**config.mk**
```make
export PLATFORM = sky130hd
export DESIGN_NAME = iwrr_grant_scheduler
export DESIGN_NICKNAME = d
export VERILOG_FILES = /design/src/rtl/iwrr_pkg.sv /design/src/rtl/iwrr_grant_scheduler_rr_priority_picker.sv /design/src/rtl/iwrr_grant_scheduler.sv
export SDC_FILE = /design/constraint.sdc
export NUM_CORES = 1
export LEC_CHECK = 0
export CAP_MARGIN = 25
export CELL_PAD_IN_SITES_DETAIL_PLACEMENT = 0
export CELL_PAD_IN_SITES_GLOBAL_PLACEMENT = 1
export CORE_MARGIN = 10
export CORE_UTILIZATION = 35
export DETAILED_ROUTE_END_ITERATION = 7
export HOLD_SLACK_MARGIN = 0.1
export PLACE_DENSITY_LB_ADDON = 0.08
export SETUP_SLACK_MARGIN = 0.05
export SYNTH_ARGS = -nofsm -noshare
export SYNTH_HDL_FRONTEND = slang
export SYNTH_SLANG_ARGS = --single-unit
export TNS_END_PERCENT = 10
```
**constraint.sdc**
```tcl
create_clock -name clk -period 2.58 [get_ports clk]
set_input_delay 0.774 -clock clk [delete_from_list [all_inputs] [get_ports clk]]
set_output_delay 0.774 -clock clk [all_outputs]
set_load 0.02 [all_outputs]
```
**src/rtl/iwrr_pkg.sv**
```systemverilog
// Shared definitions for the IWRR arbiter: FSM encoding, a clog2 helper and
// the weight-field slice used wherever packed weight vectors are unpacked.
`ifndef IWRR_PKG_SV
`define IWRR_PKG_SV
`define IWRR_WFIELD(vec, idx, w) vec[(idx)*(w) +: (w)]

package iwrr_pkg;

  typedef enum logic [0:0] {
    ST_IDLE  = 1'b0,
    ST_GRANT = 1'b1
  } iwrr_state_e;

  // Never returns less than 1 so that index registers stay at least one bit wide.
  function automatic int iwrr_clog2(input int value);
    int r;
    r = 0;
    while ((1 << r) < value) r++;
    return (r == 0) ? 1 : r;
  endfunction

endpackage
`endif

```
**src/rtl/iwrr_grant_scheduler_rr_priority_picker.sv**
```systemverilog
// Combinational rotating-priority picker: one-hot of the first set bit of
// i_elig found scanning i_ptr+1, i_ptr+2, ... modulo P_N.
module rr_priority_picker #(
  parameter int P_N     = 3,
  parameter int P_PTR_W = 2
) (
  input  logic [P_N-1:0]     i_elig,
  input  logic [P_PTR_W-1:0] i_ptr,
  output logic [P_N-1:0]     o_onehot,
  output logic               o_any
);

  int w_idx;

  always_comb begin
    o_onehot = '0;
    o_any    = 1'b0;
    w_idx    = 0;
    for (int k = 1; k <= P_N; k++) begin
      w_idx = (int'(i_ptr) + k) % P_N;
      if (!o_any && i_elig[w_idx]) begin
        o_onehot[w_idx] = 1'b1;
        o_any           = 1'b1;
      end
    end
  end

endmodule

```
**src/rtl/iwrr_grant_scheduler.sv**
```systemverilog
// Sequential core of the IWRR arbiter: round tracking, rotating-priority
// selection and a registered grant held under a valid/ready handshake.
module iwrr_grant_scheduler
  import iwrr_pkg::*;
#(
  parameter int P_REQUESTER_NUM = 3,
  parameter int P_WEIGHT_W      = 2
) (
  input  logic                                  clk,
  input  logic                                  rst_n,
  input  logic [P_REQUESTER_NUM-1:0]            req_i,
  input  logic [0:P_REQUESTER_NUM*P_WEIGHT_W-1] weight_i,
  input  logic                                  grant_ready_i,
  input  logic                                  round_comp_i,
  output logic                                  grant_valid_o,
  output logic [P_REQUESTER_NUM-1:0]            grant_o,
  output logic [P_WEIGHT_W-1:0]                 num_grant_req_o,
  output logic [0:P_REQUESTER_NUM*P_WEIGHT_W-1] req_weight_o
);

  localparam int N     = P_REQUESTER_NUM;
  localparam int W     = P_WEIGHT_W;
  localparam int PTR_W = iwrr_clog2(N);
  localparam logic [PTR_W-1:0] PTR_LAST = PTR_W'(N - 1);

  iwrr_state_e      r_state, w_state_nxt;
  logic             r_valid;
  logic [N-1:0]     r_grant;
  logic [W-1:0]     r_rnd;
  logic [PTR_W-1:0] r_ptr;

  logic [N-1:0]     w_elig, w_sel_oh, w_nxt_oh, w_le_mask;
  logic             w_sel_any, w_nxt_any, w_hs, w_wrap, w_rnd_last;
  logic [W-1:0]     w_wt, w_max_w;
  logic [PTR_W-1:0] w_g;

  always_comb begin
    req_weight_o = '0;
    w_elig       = '0;
    w_max_w      = '0;
    w_wt         = '0;
    for (int i = 0; i < N; i++) begin
      w_wt = `IWRR_WFIELD(weight_i, i, W);
      `IWRR_WFIELD(req_weight_o, i, W) = req_i[i] ? w_wt : '0;
      w_elig[i] = req_i[i] && (w_wt > r_rnd);
      if (req_i[i] && (w_wt > w_max_w)) w_max_w = w_wt;
    end
  end

  always_comb begin
    w_g       = '0;
    w_le_mask = '0;
    for (int i = 0; i < N; i++) begin
      if (r_grant[i]) w_g = PTR_W'(i);
    end
    for (int i = 0; i < N; i++) begin
      w_le_mask[i] = (i <= int'(w_g));
    end
  end

  rr_priority_picker #(.P_N(N), .P_PTR_W(PTR_W)) u_sel_picker (
    .i_elig   (w_elig),
    .i_ptr    (r_ptr),
    .o_onehot (w_sel_oh),
    .o_any    (w_sel_any)
  );

  // Scanning from the granted index: a hit at or below g means the scan
  // wrapped, i.e. nothing above g is still eligible in this round.
  rr_priority_picker #(.P_N(N), .P_PTR_W(PTR_W)) u_nxt_picker (
    .i_elig   (w_elig),
    .i_ptr    (w_g),
    .o_onehot (w_nxt_oh),
    .o_any    (w_nxt_any)
  );

  assign w_hs       = (r_state == ST_GRANT) && r_valid && grant_ready_i;
  assign w_wrap     = !w_nxt_any || |(w_nxt_oh & w_le_mask);
  assign w_rnd_last = ({1'b0, r_rnd} + (W + 1)'(1)) >= {1'b0, w_max_w};

  always_comb begin
    w_state_nxt = r_state;
    case (r_state)
      ST_IDLE:  if (w_sel_any) w_state_nxt = ST_GRANT;
      ST_GRANT: if (w_hs)      w_state_nxt = ST_IDLE;
      default:  w_state_nxt = ST_IDLE;
    endcase
  end

  always_ff @(posedge clk or negedge rst_n) begin
    if (!rst_n) r_state <= ST_IDLE;
    else        r_state <= w_state_nxt;
  end

  always_ff @(posedge clk or negedge rst_n) begin
    if (!rst_n) begin
      r_valid <= 1'b0;
      r_grant <= '0;
      r_rnd   <= '0;
      r_ptr   <= PTR_LAST;
    end else if (r_state == ST_IDLE) begin
      if (w_sel_any) begin
        r_grant <= w_sel_oh;
        r_valid <= 1'b1;
      end else if (|req_i) begin
        r_rnd <= '0;
        r_ptr <= PTR_LAST;
      end
    end else if (w_hs) begin
      r_valid <= 1'b0;
      r_grant <= '0;
      if (round_comp_i) begin
        r_rnd <= '0;
        r_ptr <= PTR_LAST;
      end else if (w_wrap) begin
        r_rnd <= w_rnd_last ? '0 : r_rnd + W'(1);
        r_ptr <= PTR_LAST;
      end else begin
        r_ptr <= w_g;
      end
    end
  end

  assign grant_valid_o   = r_valid;
  assign grant_o         = r_grant;
  assign num_grant_req_o = r_rnd;

endmodule

```
==> impl_metrics.py <==
# Metrics from the implementation run
metrics = {
    "route": {
        "routed-via-count": 1124,
        "top_layer": "met4",
        "wl_met3_um": 106,
        "vias_per_cell": 5.06,
        "detail-route-antenna-nets": 0,
        "drtIter0Drc": 42,
        "firstDrtPassIters": 4,
        "wl_met1_mm": 1.37,
    },
    "cts": {
        "htree_levels": 1,
        "cts_buffers": 3,
        "cts_sinks": 9,
        "path_clk_slew_ns": 0.07,
        "cts-resized-gates": 44,
    },
    "place": {
        "pre_cts_slack_ns": -1.85,
        "gp_routability_congestion": 0.806,
    },
    "yosys": {
        "largest_area_cell": "dfrtp_1",
        "aoi_share_pct": 26.1,
        "synth.net_count": 157,
        "synth_area_per_cell_um2": 9.04,
        "mux_share_pct": 6.21,
        "synth-adder-area-share_pct": 19.2,
        "ff_type": "dfrtp_1",
        "ys_sh_xor_pct": 0,
        "yosysCellCount": 127,
        "synthArstFlopShare_pct": 100,
        "top_cell": "ha_1",
        "yosys_area_um2": 1150,
        "syn_area_um2": 1150,
    },
    "worst_setup_path": {
        "r2r-start": "num_grant_req_o[1]$_DFFE_PN0P_",
        "critPathMaxStageDelay_ns": 0.43,
        "endpoint": "num_grant_req_o[0]$_DFFE_PN0P_",
        "rr_worst_depth": 9,
        "critical-path-top-delay-family": "AND-OR/OR-AND gates",
        "path_buffers": 3,
        "crit_chain": "buf_6, and2_4, inv_2, ha_4, nor2b_4, o211ai_1, mux2i_1, ha_1, nor2b_4, o211ai_1, buf_4, nand2_2, o21ai_2, fa_1, a311o_1, nor3_2, a32o_1",
        "cpMaxStageDelayCell": "fa_1",
        "arrival_ns": 3.85,
        "cp.required_ns": 2.78,
        "r2r_setup_slack_ns": 0.37,
        "r2r-end": "grant_o[1]$_DFFE_PN0P_",
    },
    "finish": {
        "antenna_cells": 0,
        "fillCellCount": 311,
        "inv_count": 9,
        "fin_cells": 222,
        "clockBufferCount": 3,
        "dominant_cells": "combinational gates",
        "fin_area_um2": 1760,
        "ff_count": 9,
        "clk_share_pct": 1.56,
        "layout_top_cells": "buf_4, nand2_1, clkdlybuf4s50_1",
        "layout.area.seq_um2": 226,
        "syn_to_final_growth_pct": 53.6,
    },
    "global_routing": {
        "antenna_found_initial": 0,
        "gr-usage-met2_pct": 19.3,
        "grt_pass1_wl_mm": 5.37,
    },
    "power_and_ir_drop": {
        "comb-power_mw": 0.931,
        "pwr-share-clk_pct": 8.6,
        "leakage_nw": 0.813,
        "total_power_mw": 1.30,
        "pg_seq_mw": 0.258,
        "maxPowerGroup": "combinational logic",
        "seqPwrFrac_pct": 19.8,
        "p_sw_mw": 0.596,
        "pwr-share-comb_pct": 71.6,
    },
    "final_timing": {
        "clock_skew_ns": 0.000598,
        "finalSetupViolCount": 2,
        "fin_ws_ns": -1.06,
        "drv_slew": 0,
        "fmax_mhz": 274,
        "rsz0062_at_grt": "yes",
        "tns_ns": -2.07,
        "period_needed_ns": 3.64,
        "hold_ws_ns": 0.548,
        "final-hold-violation-count": 0,
    },
    "status": {
        "outcome": "finished, violations left",
        "violations": "setup timing",
    },
    "job": {
        "warning_count": 32,
    },
    "floorplan": {
        "die_w_um": 77.3,
        "core_util_floorplan_pct": 37.0,
    },
    "worst_hold_path": {
        "min_delay_worst_endpoint": "r_ptr[1]$_DFFE_PN1P_",
    },
}
### Wiring heat map

The bar under the picture is 20 um long. The die is cut into 15 by 15 equal tiles; black is low, pale yellow is high, scaled to the fullest tile. Values are wire area over tile area, all layers added.
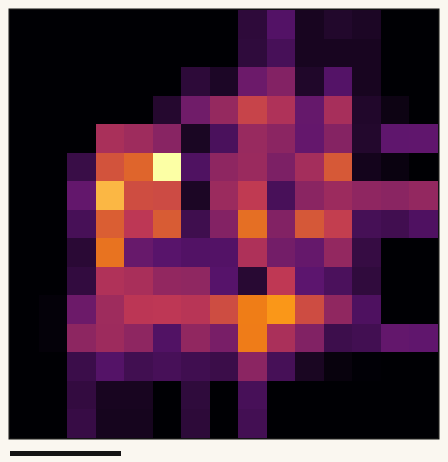
37% of the tiles are nearly empty. The mean over all tiles is 0.080. The fullest tile reaches 0.41. The densest ninth of the die: centre.

### Sequential cells grouped by signal name

Other sequential cells in the stronger grey, the rest of the logic in the fainter grey.
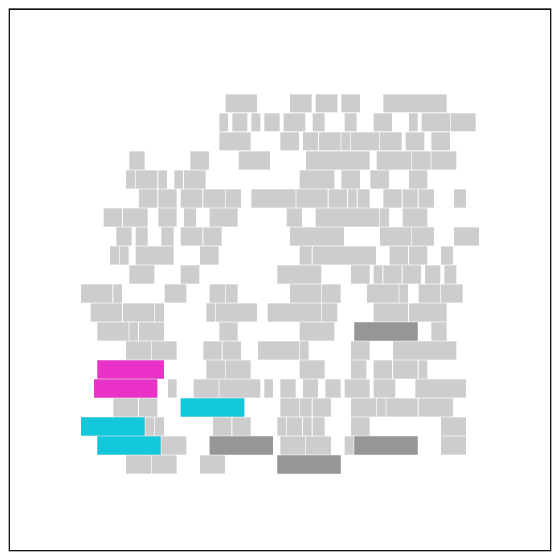
Cyan marks grant_o, placed flops 3. Magenta marks r_ptr, placed flops 2.

### Placed cells, one colour a class

Fill, decap, tap and diode cells in grey.
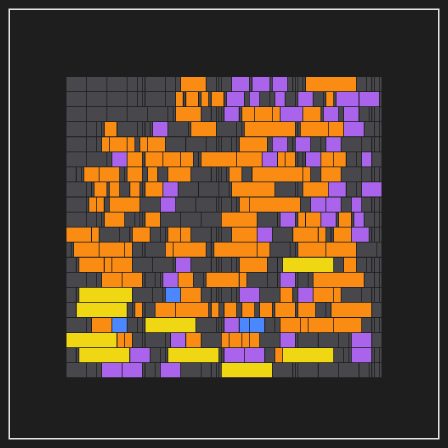
Orange marks combinational and other logic, cells 115. Purple marks other buffers and delay cells, cells 50. Blue marks clock drivers and dummy loads, cells 4. Yellow marks flops, cells 9.

Power and IR drop assume default switching activity.
